**src/rtl/keyboard_pkg.sv**
```systemverilog
// Shared types and scan-code constants for the PS/2 keyboard front-end.
package keyboard_pkg;

  typedef enum logic [1:0] {
    S_IDLE    = 2'd0,
    S_EXT     = 2'd1,
    S_BRK     = 2'd2,
    S_EXT_BRK = 2'd3
  } kb_state_e;

  localparam logic [7:0] KB_PREFIX_EXT = 8'hE0;
  localparam logic [7:0] KB_PREFIX_BRK = 8'hF0;
  localparam logic [7:0] KB_BAT_OK     = 8'hAA;
  localparam logic [7:0] KB_ACK        = 8'hFA;
  localparam logic [7:0] KB_ECHO       = 8'hEE;
  localparam logic [7:0] KB_ERR_00     = 8'h00;
  localparam logic [7:0] KB_ERR_FF     = 8'hFF;

  typedef struct packed {
    logic       ext;
    logic       rel;
    logic [7:0] code;
  } kb_evt_t;

  // Keyboard status replies that carry no key information when seen between events
  function automatic logic is_status_code(input logic [7:0] b);
    return (b == KB_BAT_OK) || (b == KB_ACK) || (b == KB_ECHO);
  endfunction

  function automatic logic is_error_code(input logic [7:0] b);
    return (b == KB_ERR_00) || (b == KB_ERR_FF);
  endfunction

endpackage

```
**src/rtl/keyboard_ctrl_ps2_frame_rx.sv**
```systemverilog
// PS/2 line synchronizers, falling-edge detect and 11-bit frame receiver
// with parity, stop-bit and inactivity-timeout checking.
module ps2_frame_rx #(
  parameter int unsigned TIMEOUT_CYC = 65536
) (
  input  logic       i_clk,
  input  logic       i_rst_n,
  input  logic       i_ps2_clk,
  input  logic       i_ps2_data,
  output logic       byte_valid,
  output logic [7:0] byte_data,
  output logic       frame_err
);

  localparam int unsigned TO_W = (TIMEOUT_CYC > 2) ? $clog2(TIMEOUT_CYC) : 1;
  localparam logic [TO_W-1:0] TO_LAST = TO_W'(TIMEOUT_CYC - 1);

  logic [1:0]      clk_sync;
  logic [1:0]      data_sync;
  logic            clk_dly;
  logic            fe;
  logic [3:0]      bit_idx;
  logic [7:0]      shreg;
  logic            par;
  logic [TO_W-1:0] to_cnt;
  logic            din;

  assign din       = data_sync[1];
  assign byte_data = shreg;

  // Two-flop synchronizers; fe is registered so it lands 3 cycles after the pin edge
  always_ff @(posedge i_clk or negedge i_rst_n) begin
    if (!i_rst_n) begin
      clk_sync  <= 2'b11;
      data_sync <= 2'b11;
      clk_dly   <= 1'b1;
      fe        <= 1'b0;
    end else begin
      clk_sync  <= {clk_sync[0], i_ps2_clk};
      data_sync <= {data_sync[0], i_ps2_data};
      clk_dly   <= clk_sync[1];
      fe        <= clk_dly & ~clk_sync[1];
    end
  end

  always_ff @(posedge i_clk or negedge i_rst_n) begin
    if (!i_rst_n) begin
      bit_idx    <= 4'd0;
      shreg      <= 8'h00;
      par        <= 1'b0;
      to_cnt     <= '0;
      byte_valid <= 1'b0;
      frame_err  <= 1'b0;
    end else begin
      byte_valid <= 1'b0;
      frame_err  <= 1'b0;
      if (fe) begin
        to_cnt <= '0;
        if (bit_idx == 4'd0) begin
          // A high level here is line noise, not a start bit
          if (!din) begin
            bit_idx <= 4'd1;
            par     <= 1'b0;
          end
        end else if (bit_idx == 4'd9) begin
          par     <= par ^ din;
          bit_idx <= 4'd10;
        end else if (bit_idx == 4'd10) begin
          if (par && din) byte_valid <= 1'b1;
          else            frame_err  <= 1'b1;
          bit_idx <= 4'd0;
        end else begin
          shreg   <= {din, shreg[7:1]};
          par     <= par ^ din;
          bit_idx <= bit_idx + 4'd1;
        end
      end else if (bit_idx != 4'd0) begin
        if (to_cnt == TO_LAST) begin
          bit_idx   <= 4'd0;
          frame_err <= 1'b1;
          to_cnt    <= '0;
        end else begin
          to_cnt <= to_cnt + TO_W'(1);
        end
      end else begin
        to_cnt <= '0;
      end
    end
  end

endmodule

```
**src/rtl/keyboard_ctrl.sv**
```systemverilog
// PS/2 keyboard front-end: frames bytes, decodes E0/F0 prefixes into key
// events and buffers them in a show-ahead FIFO with valid/ready handshake.
module keyboard_ctrl
  import keyboard_pkg::*;
#(
  parameter int unsigned TIMEOUT_CYC = 65536,
  parameter int unsigned FIFO_DEPTH  = 4
) (
  input  logic       i_clk,
  input  logic       i_rst_n,
  input  logic       i_ps2_clk,
  input  logic       i_ps2_data,
  output logic       o_evt_valid,
  input  logic       i_evt_ready,
  output logic [7:0] o_evt_code,
  output logic       o_evt_ext,
  output logic       o_evt_release,
  output logic       o_frame_err,
  output logic       o_overflow
);

  localparam int unsigned AW = $clog2(FIFO_DEPTH);
  localparam int unsigned CW = AW + 1;

  logic       byte_valid;
  logic [7:0] byte_data;
  logic       frame_err;

  ps2_frame_rx #(
    .TIMEOUT_CYC (TIMEOUT_CYC)
  ) u_rx (
    .i_clk      (i_clk),
    .i_rst_n    (i_rst_n),
    .i_ps2_clk  (i_ps2_clk),
    .i_ps2_data (i_ps2_data),
    .byte_valid (byte_valid),
    .byte_data  (byte_data),
    .frame_err  (frame_err)
  );

  assign o_frame_err = frame_err;

  kb_state_e state_q, state_d;
  logic      emit;
  kb_evt_t   emit_evt;

  always_ff @(posedge i_clk or negedge i_rst_n) begin
    if (!i_rst_n) state_q <= S_IDLE;
    else          state_q <= state_d;
  end

  // Prefix sequencing; every non-prefix byte closes the event with accumulated flags
  always_comb begin
    state_d       = state_q;
    emit          = 1'b0;
    emit_evt.ext  = 1'b0;
    emit_evt.rel  = 1'b0;
    emit_evt.code = byte_data;
    if (frame_err) begin
      state_d = S_IDLE;
    end else if (byte_valid) begin
      if (is_error_code(byte_data)) begin
        state_d = S_IDLE;
      end else begin
        case (state_q)
          S_IDLE: begin
            if (byte_data == KB_PREFIX_EXT)      state_d = S_EXT;
            else if (byte_data == KB_PREFIX_BRK) state_d = S_BRK;
            else if (!is_status_code(byte_data)) emit    = 1'b1;
          end
          S_EXT: begin
            if (byte_data == KB_PREFIX_BRK) state_d = S_EXT_BRK;
            else if (byte_data != KB_PREFIX_EXT) begin
              emit         = 1'b1;
              emit_evt.ext = 1'b1;
              state_d      = S_IDLE;
            end
          end
          S_BRK: begin
            if (byte_data == KB_PREFIX_EXT) state_d = S_EXT;
            else if (byte_data != KB_PREFIX_BRK) begin
              emit         = 1'b1;
              emit_evt.rel = 1'b1;
              state_d      = S_IDLE;
            end
          end
          S_EXT_BRK: begin
            if (byte_data == KB_PREFIX_EXT) state_d = S_EXT;
            else if (byte_data != KB_PREFIX_BRK) begin
              emit         = 1'b1;
              emit_evt.ext = 1'b1;
              emit_evt.rel = 1'b1;
              state_d      = S_IDLE;
            end
          end
          default: state_d = S_IDLE;
        endcase
      end
    end
  end

  kb_evt_t        mem [FIFO_DEPTH];
  logic [AW-1:0]  wr_ptr;
  logic [AW-1:0]  rd_ptr;
  logic [CW-1:0]  count;
  logic           full;
  logic           pop;
  logic           push_ok;
  logic           overflow_q;
  kb_evt_t        head;

  assign full    = (count == CW'(FIFO_DEPTH));
  assign pop     = o_evt_valid && i_evt_ready;
  assign push_ok = emit && (!full || pop);

  always_ff @(posedge i_clk or negedge i_rst_n) begin
    if (!i_rst_n) begin
      for (int i = 0; i < FIFO_DEPTH; i++) mem[i] <= '0;
      wr_ptr     <= '0;
      rd_ptr     <= '0;
      count      <= '0;
      overflow_q <= 1'b0;
    end else begin
      overflow_q <= emit && full && !pop;
      if (push_ok) begin
        mem[wr_ptr] <= emit_evt;
        wr_ptr      <= wr_ptr + AW'(1);
      end
      if (pop) rd_ptr <= rd_ptr + AW'(1);
      case ({push_ok, pop})
        2'b10:   count <= count + CW'(1);
        2'b01:   count <= count - CW'(1);
        default: count <= count;
      endcase
    end
  end

  // Head is read straight from storage so a push is only visible a cycle later
  assign head          = mem[rd_ptr];
  assign o_evt_valid   = (count != '0);
  assign o_evt_code    = head.code;
  assign o_evt_ext     = head.ext;
  assign o_evt_release = head.rel;
  assign o_overflow    = overflow_q;

endmodule

```
**config.mk**
```make
export PLATFORM = sky130hd
export DESIGN_NAME = keyboard_ctrl
export DESIGN_NICKNAME = d
export VERILOG_FILES = /design/src/rtl/keyboard_pkg.sv /design/src/rtl/keyboard_ctrl_ps2_frame_rx.sv /design/src/rtl/keyboard_ctrl.sv
export SDC_FILE = /design/constraint.sdc
export NUM_CORES = 1
export LEC_CHECK = 0
export ABC_AREA = 1
export ABC_CLOCK_PERIOD_IN_PS = 2700
export CELL_PAD_IN_SITES_DETAIL_PLACEMENT = 1
export CELL_PAD_IN_SITES_GLOBAL_PLACEMENT = 1
export CORE_AREA = 2 2 139 73
export CTS_CLUSTER_DIAMETER = 50
export CTS_CLUSTER_SIZE = 30
export DETAILED_ROUTE_END_ITERATION = 16
export DIE_AREA = 0 0 141 75
export HOLD_SLACK_MARGIN = 0.03
export PLACE_DENSITY = 0.88
export SYNTH_ARGS = -nofsm -noshare
export SYNTH_HDL_FRONTEND = slang
export SYNTH_SLANG_ARGS = --single-unit
```
**constraint.sdc**
```tcl
create_clock -name i_clk -period 2.7 [get_ports i_clk]
set_input_delay 0.54 -clock i_clk [delete_from_list [all_inputs] [get_ports i_clk]]
set_output_delay 0.54 -clock i_clk [all_outputs]
set_load 0.02 [all_outputs]
```
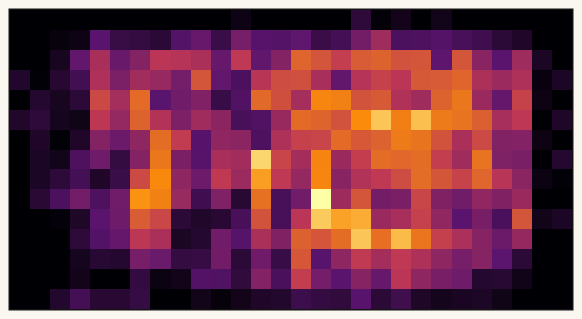
*Signal metal coverage by tile, run 1*
The die is cut into 28 by 15 equal tiles; black is low, pale yellow is high, scaled to the fullest tile. Values are wire area over tile area, all layers added.
tiles over half the peak = 23%
mean over tiles = 0.16
fullest tile = 0.53
densest ninth of the die = center
nearly empty tiles = 17%
emptiest ninth of the die = south-west

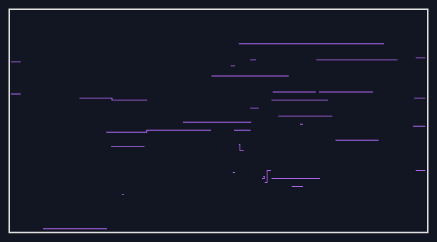
*Metal 3, run 1*
nets with wire on the layer = 19
main direction = horizontal
wire length on this layer = 361 µm
longest straight run = 48.8 µm
share of all routed wire = 3.3%
Total Routed Length: 11.0 mm
grt met3 use: 4.96%

==> results.txt, run 1 <==
run results: CTS Hold Buffers Added 0, Yosys warnings 0, vias in the first global route 3880, largest net degree at the start of global routing 44, Worst Setup EP o_evt_code[2], top-count cell post-synth nand2_1, Seq group 0.00171 W, RD Place Congestion 0.800, number of cells in Yosys stat about 520, top_reg_cell synth dfrtp_1, P_leak roughly 2.5 nW, biggest area cells dfrtp_1 (49%), nand2_1 (15%), nor2_1 (5.4%), Mux area share 0%, worst-path fanout max 13, WL met3 about 360 µm, Yosys cell types 32, Non-Filler Instances between 600 and 700, cell area after layout around 4900 µm², # diodes 0, TritonCTS clock tree yes, crit path time final 2.62 ns, post-DP HPWL approximately 7.3 mm, min-delay worst type in -> async, wire per inst ~16 µm, switching pwr about 0.0016 W, # fillers roughly 1.1k, DP Worst Slack 0.219 ns, placed inst area 4550 µm², Post-Synth AOI/OAI Area approximately 7.5%, Remaining DRCs 0, IO Port Bufs 17, Simple Share, Synth roughly 29%, crit-path max cell delay roughly 0.64 ns, # nets final between 500 and 600, Iteration-0 DRC Markers around 170, number of top-level pins 18, critical path data arrival time 2.08 ns, DR vias/cell 5.27, final setup fails 0, crit path from rd_ptr[0], PnR worst setup slack 0.0814 ns, initial antenna violation count 0, clk slew on worst S/H paths 0.06 ns, Slew headroom 34.3%, most frequent logic cells in the routed design nand2_1 (171), dfrtp_1 (77), nor2_1 (60), inv_1 (46), o21ai_0 (38), kind of critical path reg -> out, met2 Use GR a little over two fifths, CP Depth 5, Synth Cell Area about 4200 µm², fin. max-slew vios 0, OpenROAD warnings 29, setup bufs post-CTS 0, Cell Pwr Density about 910 nW/µm², switching part of the total between 30% and 40%, Crit Reg-Reg Endpoint count[2], sequential cell fraction of total power between 30% and 40%, Yosys Chip Area ~4200 µm², FMAX 0.382 GHz, Yosys reg bits about 87, yosys xor share 2.50%, Int Pwr 0.00281 W, post-route clock period utilization a little over nine tenths, crit path launch type register, Max Used Layer met4, ys async rst share 100%, dominant power group registers, Logic pwr share 32.0%, final hold violations 0, layout cells sized above 1 9.17%, ANT nets after route 0, Area growth, synth to finish 16.0%, CTS H-tree lvls 3, DR vias roughly 3.5k, Crit. End Element output port, RSZ-0062 raised after global routing no, Clock Sinks just under 90, total core area around 9300 µm², Dominant comb cell simple AND/OR/NAND/NOR gates, clk root buf clkbuf_16, top cell type's share of synthesized area 48.8%, met1 wire length between 4 and 5 mm, first-pass GRT wire length 18.7 mm, global route total overflow 0, DIE HEIGHT 75 µm, GRT Util Overall a little under a quarter, outcome finished, final reports clean, post-synth net total between 500 and 600, adder-cell share of the synthesized area roughly 2.6%, Comb group around 0.0014 W, critical path's slowest cell clkdlybuf4s50_1, Clk pwr share between 20% and 30%, Syn Area/Cell 8.16 µm², max cap viols 0, CTS buffer count 9, R2R Setup Slk 0.24 ns, most instantiated cells after synthesis nand2_1 (171), dfrtp_1 (82), nor2_1 (60), inv_1 (46), o21ai_0 (38), number of enable flip-flop cells 0, die width ~140 µm, Worst R2R Start u_rx.byte_data[4]
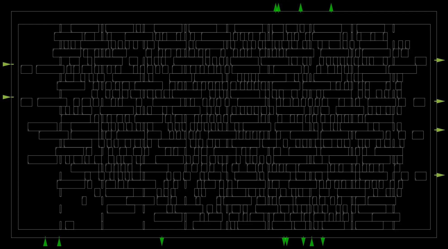
*Placement view, run 1*
TAP cells: 121
proportion of cell area occupied by registers: 44.9%
post-layout util: 52.5%
Rows: 25

-- run 1: layout make-up --
class | instances | area, µm² | share of cell area, %
Clock buffer | 10 | 229 | 4.70
Clock inverter | 6 | 85.1 | 1.75
Inverter | 52 | 195 | 4.00
Multi-Input combinational cell | 362 | 1760 | 36.1
Sequential cell | 87 | 2190 | 44.9
Tap cell | 121 | 151 | 3.11
Timing Repair Buffer | 28 | 265 | 5.44
-- run 1: flip-flops by register name, summed over array words and instances (netlist names) --
register	flops
mem	40
u_rx.to_cnt	16
u_rx.byte_data	8
u_rx.bit_idx	4
count	3
rd_ptr	2
state_q	2
u_rx.clk_sync	2
u_rx.data_sync	2
wr_ptr	2
o_overflow	1
u_rx.byte_valid	1
u_rx.clk_dly	1
u_rx.fe	1
u_rx.frame_err	1
u_rx.par	1
--- run 2 (diff from run 1) ---
- CTS_CLUSTER_SIZE: 30 -> unset
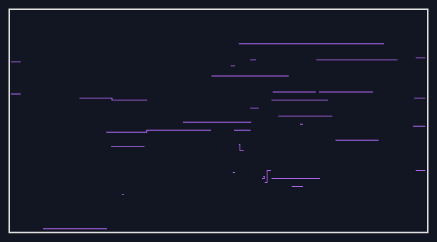
*Metal 3, run 2*
wire length on this layer = 361 µm
longest straight run = 48.8 µm
main direction = horizontal
share of all routed wire = 3.3%
DR vias: 3512

==> run 2 against run 1 <==
Compared with the run above:
- via count stayed put
- routed wire length stayed put
- register-to-register slack hardly changed
==> results.txt, run 2 <==
run results: largest net degree at the start of global routing between 40 and 50, final setup fails 0, switching pwr ~0.0016 W, # nets final approximately 550, DIE HEIGHT 75 µm, setup bufs post-CTS 0, min-delay worst type in -> async, most frequent logic cells in the routed design nand2_1 (171), dfrtp_1 (77), nor2_1 (60), inv_1 (46), o21ai_0 (38), post-route clock period utilization between 90% and 100%, crit path launch type register, Dominant comb cell simple AND/OR/NAND/NOR gates, post-synth net total ~530, Yosys reg bits ~87, TritonCTS clock tree yes, # diodes 0, Post-Synth AOI/OAI Area ~7.5%, critical-path cell list inv_1 > buf_4 > o21ai_0 > o22ai_1 > clkdlybuf4s50_1, Syn Area/Cell between 8 and 9 µm², Comb group about 0.0014 W, clk root buf clkbuf_16, post-DP HPWL 7.29 mm, Slew headroom about 34%, Worst Path Buf+Inv 3, P_leak roughly 2.5 nW, clk_skew around 0.0047 ns, ys async rst share 100%, Yosys warnings 0, Crit Reg-Reg Endpoint count[2], placed cells approximately 650, worst-path fanout max 13, placed inst area 4550 µm², Total Routed Length around 11 mm, fin. max-slew vios 0, kind of critical path reg -> out, top cell type's share of synthesized area 48.8%, crit path from rd_ptr[0], CP Depth 5, PnR worst setup slack between 0.08 and 0.09 ns, top_reg_cell synth dfrtp_1, yosys xor share between 2 and 3%, FMAX between 0.3 and 0.4 GHz, initial antenna violation count 0, fp_density a little under half, Late-Pin Clk Latency between 0.3 and 0.4 ns, Cell Pwr Density between 900 and 1000 nW/µm², Seq group 0.00171 W, post-layout util between 50% and 60%, Worst R2R Start u_rx.byte_data[4], Area growth, synth to finish 16.0%, CTS H-tree lvls 3, Synth Seq Share around half, final hold slack 0.196 ns, crit path time final 2.62 ns, vias in the first global route slightly below 4k, number of enable flip-flop cells 0, switching part of the total 36.6%, crit path DRT around 2.2 ns, Iteration-0 DRC Markers approximately 170, max reg flops approximately 40, number of cells in Yosys stat approximately 520, IO Port Bufs 17, ANT nets after route 0, Tot Pwr about 0.0044 W, Int Pwr 0.00281 W, Logic pwr share ~32%, RSZ-0062 raised after global routing no, Synth Cell Area 4200 µm², Clk power between 0.001 and 0.0015 W, Yosys cell types 32, first-pass GRT wire length around 19 mm, CTS buffer count 9, critical path data arrival time 2.08 ns, clk buf depth 2, Mux area share 0%, Clock Sinks 87, wire per inst approximately 16 µm, R2R Setup Slk about 0.24 ns, final hold violations 0, cells after synthesis roughly 520, die width between 100 and 150 µm, biggest area cells dfrtp_1 (49%), nand2_1 (15%), nor2_1 (5.4%), number of top-level pins 18, Initial DRT Pass Iterations 4, Remaining DRCs 0, Setup TNS 0 ns, max cap viols 0, cell area after layout between 4000 and 5000 µm², Commonest Layout Cell nand2_1, Crit. End Element output port, top-count cell post-synth nand2_1, DP Worst Slack 0.219 ns, global route total overflow 0, sequential cell fraction of total power between 30% and 40%, cells on worst reg2reg path 13, die area ~11000 µm², Worst Setup EP o_evt_code[2], most instantiated cells after synthesis nand2_1 (171), dfrtp_1 (82), nor2_1 (60), inv_1 (46), o21ai_0 (38), Yosys Chip Area 4200 µm², Rows 25, RD Place Congestion about 0.80, layout cells sized above 1 roughly 9.2%, Worst VDD drop approximately 370 µV, worst slew pin tran around 0.98 ns, total core area 9290 µm², Clk pwr share 29.4%, Simple Share, Synth about 30%, Non-Filler Instances 666, OpenROAD warnings 29, dominant power group registers, adder-cell share of the synthesized area ~2.6%, clk slew on worst S/H paths around 0.06 ns, CTS-repair resized insts 0, outcome finished, final reports clean, Largest Register mem, CTS Hold Buffers Added 0, crit-path max cell delay around 0.64 ns, DR vias/cell about 5.3, GRT Util Overall between 20% and 30%, critical path's slowest cell clkdlybuf4s50_1
## run 2: cell counts after synthesis
No cell type changed its count.
## run 2: layout make-up
| type | count | area, µm² |
|---|---|---|
| Clock buffer | 10 | 229 |
| Timing Repair Buffer | 28 | 265 |
| Fill cell | 1137 | 4420 |
| Clock inverter | 6 | 85.1 |
| Sequential cell | 87 | 2190 |
| Multi-Input combinational cell | 362 | 1760 |
| Tap cell | 121 | 151 |
| Inverter | 52 | 195 |
## run 2: routing by layer
metal / up-vias / global-route usage [%] / part of all wire [%] / wire length (µm)
li1: 1680 / - / - / -
met1: 1768 / 27.2 / 44 / 4790
met2: 52 / 42.9 / 52 / 5660
met3: 12 / 4.96 / 3.3 / 360
met4: 0 / 7.89 / 1.3 / 142
met5: - / 0 / 0 / 0
--- run 3 (diff from run 2) ---
- MAX_ROUTING_LAYER: unset -> met4
- TNS_END_PERCENT: unset -> 5
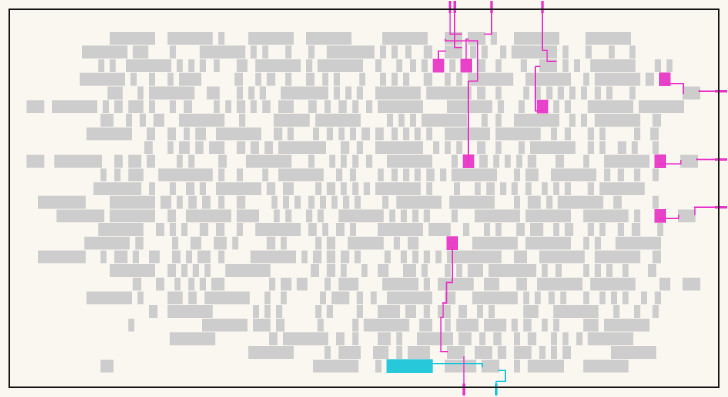
*Port wiring, run 3*
magenta -> `o_evt_code`  # bits 8, direction output, edge 4 north, 3 east, 1 south, end cells 8, buffers 8, wire 145 µm
cyan -> `o_overflow`  # bits 1, direction output, edge south, end cells 1, buffers 1, wire 16.9 µm

==> run 3 against run 2 <==
Compared with the run above:
- clock power is essentially flat
- setup slack improved by 0.0053 ns
- routed wire length grew 0.86%
- sequential share of layout area unchanged
- synthesized cell count is the same
- sequential power about the same
- cell count is the same
- synthesized area did not move
- critical path type unchanged
- critical endpoint unchanged
- largest cell class unchanged
- largest power group unchanged
- highest routed layer unchanged
==> results.txt, run 3 <==
run results: Non-clock buffering overhead approximately 5.4%, Post-Synth AOI/OAI Area about 7.5%, Slew headroom roughly 33%, proportion of cell area occupied by registers 44.9%, P_leak ~2.5 nW, CTS-repair resized insts 0, clk_buf instances 10, switching part of the total 36.7%, Synth Cell Area 4200 µm², top-count cell post-synth nand2_1, grt met3 use 4.77%, Yosys warnings 0, Crit. End Element output port, DP Worst Slack between 0.2 and 0.25 ns, critical path data arrival time just over 2 ns, number of top-level pins 18, IO Port Bufs 17, post-route clock period utilization between 90 and 100%, met2 Use GR 42.9%, die width between 100 and 150 µm, RSZ-0062 raised after global routing no, bufs w/o clock 28, Clock Sinks slightly below 90, Remaining DRCs 0, Yosys Chip Area between 4000 and 5000 µm², # diodes 0, adder-cell share of the synthesized area under 10%, clk buf depth 2, Dominant comb cell simple AND/OR/NAND/NOR gates, outcome finished, final reports clean, worst-path fanout max 13, max reg flops 40, wire per inst 16.6 µm, CTS H-tree lvls 3, logic area around 1800 µm², ys async rst share 100%, FMAX between 0.3 and 0.4 GHz, die area about 11000 µm², Largest Register mem, global route total overflow 0, most frequent logic cells in the routed design nand2_1 (171), dfrtp_1 (77), nor2_1 (60), inv_1 (46), o21ai_0 (38), CTS buffer count 9, Tot Pwr around 0.0044 W, Yosys cell types 32, Mux area share 0%, fin. max-slew vios 0, number of enable flip-flop cells 0, switching pwr approximately 0.0016 W, cell area after layout 4870 µm², setup bufs post-CTS 0, WL met3 around 340 µm, logic share of the area between 30% and 40%, Logic pwr share between 30% and 40%, TritonCTS clock tree yes, clk root buf clkbuf_16, top_reg_cell synth dfrtp_1, Max Used Layer met4, Worst VDD drop roughly 370 µV, GR Layer Usage met1 27.3%, layout cells sized above 1 9.17%, crit path launch type register, Int Pwr around 0.0028 W, Late-Pin Clk Latency roughly 0.34 ns, number of cells in Yosys stat approximately 520, final setup fails 0, Logic Gate Count approximately 360, met1 wire length a little under 5 mm, Yosys reg bits around 87, ANT nets after route 0, # nets final about 550, OpenROAD warnings 29, Synth Seq Share roughly half, placed cells between 600 and 700, min-delay worst type in -> async, CTS Hold Buffers Added 0, yosys xor share roughly 2.5%, DR vias/cell ~5.3, post-DP HPWL about 7.3 mm, Signal inverters 52, Rows 25, Total Routed Length between 10 and 15 mm, post-layout util about 52%, vias in the first global route around 3.9k, crit-path max cell delay between 0.6 and 0.7 ns, sequential cell fraction of total power between 30% and 40%, total core area around 9300 µm²
## run 3: cell counts after synthesis
Identical to the previous run, type by type.
## run 3: worst paths after layout
path	from	slack, ns	to
max	rd_ptr[0]	0.09	o_evt_code[2]
min	i_rst_n	0.19	u_rx.bit_idx[2]
max reg2reg	u_rx.byte_data[4]	0.24	count[2]
min reg2reg	u_rx.clk_sync[0]	0.36	u_rx.clk_sync[1]
max in group asynchronous	i_rst_n	1.91	u_rx.to_cnt[14]
min in group i_clk	u_rx.clk_sync[0]	0.36	u_rx.clk_sync[1]
## run 3: power groups by stage
stage               clock network, W  registers [W]  logic (W)
finish                       0.00131        0.00171    0.00142
CTS                          0.00133        0.00169    0.00144
detailed placement                 0        0.00171    0.00142
floorplan                          0        0.00156    0.00103
global placement                   0        0.00169    0.00138
global route                 0.00139        0.00173    0.00159
No activity file was given, so power comes from the tool's default toggle rates.
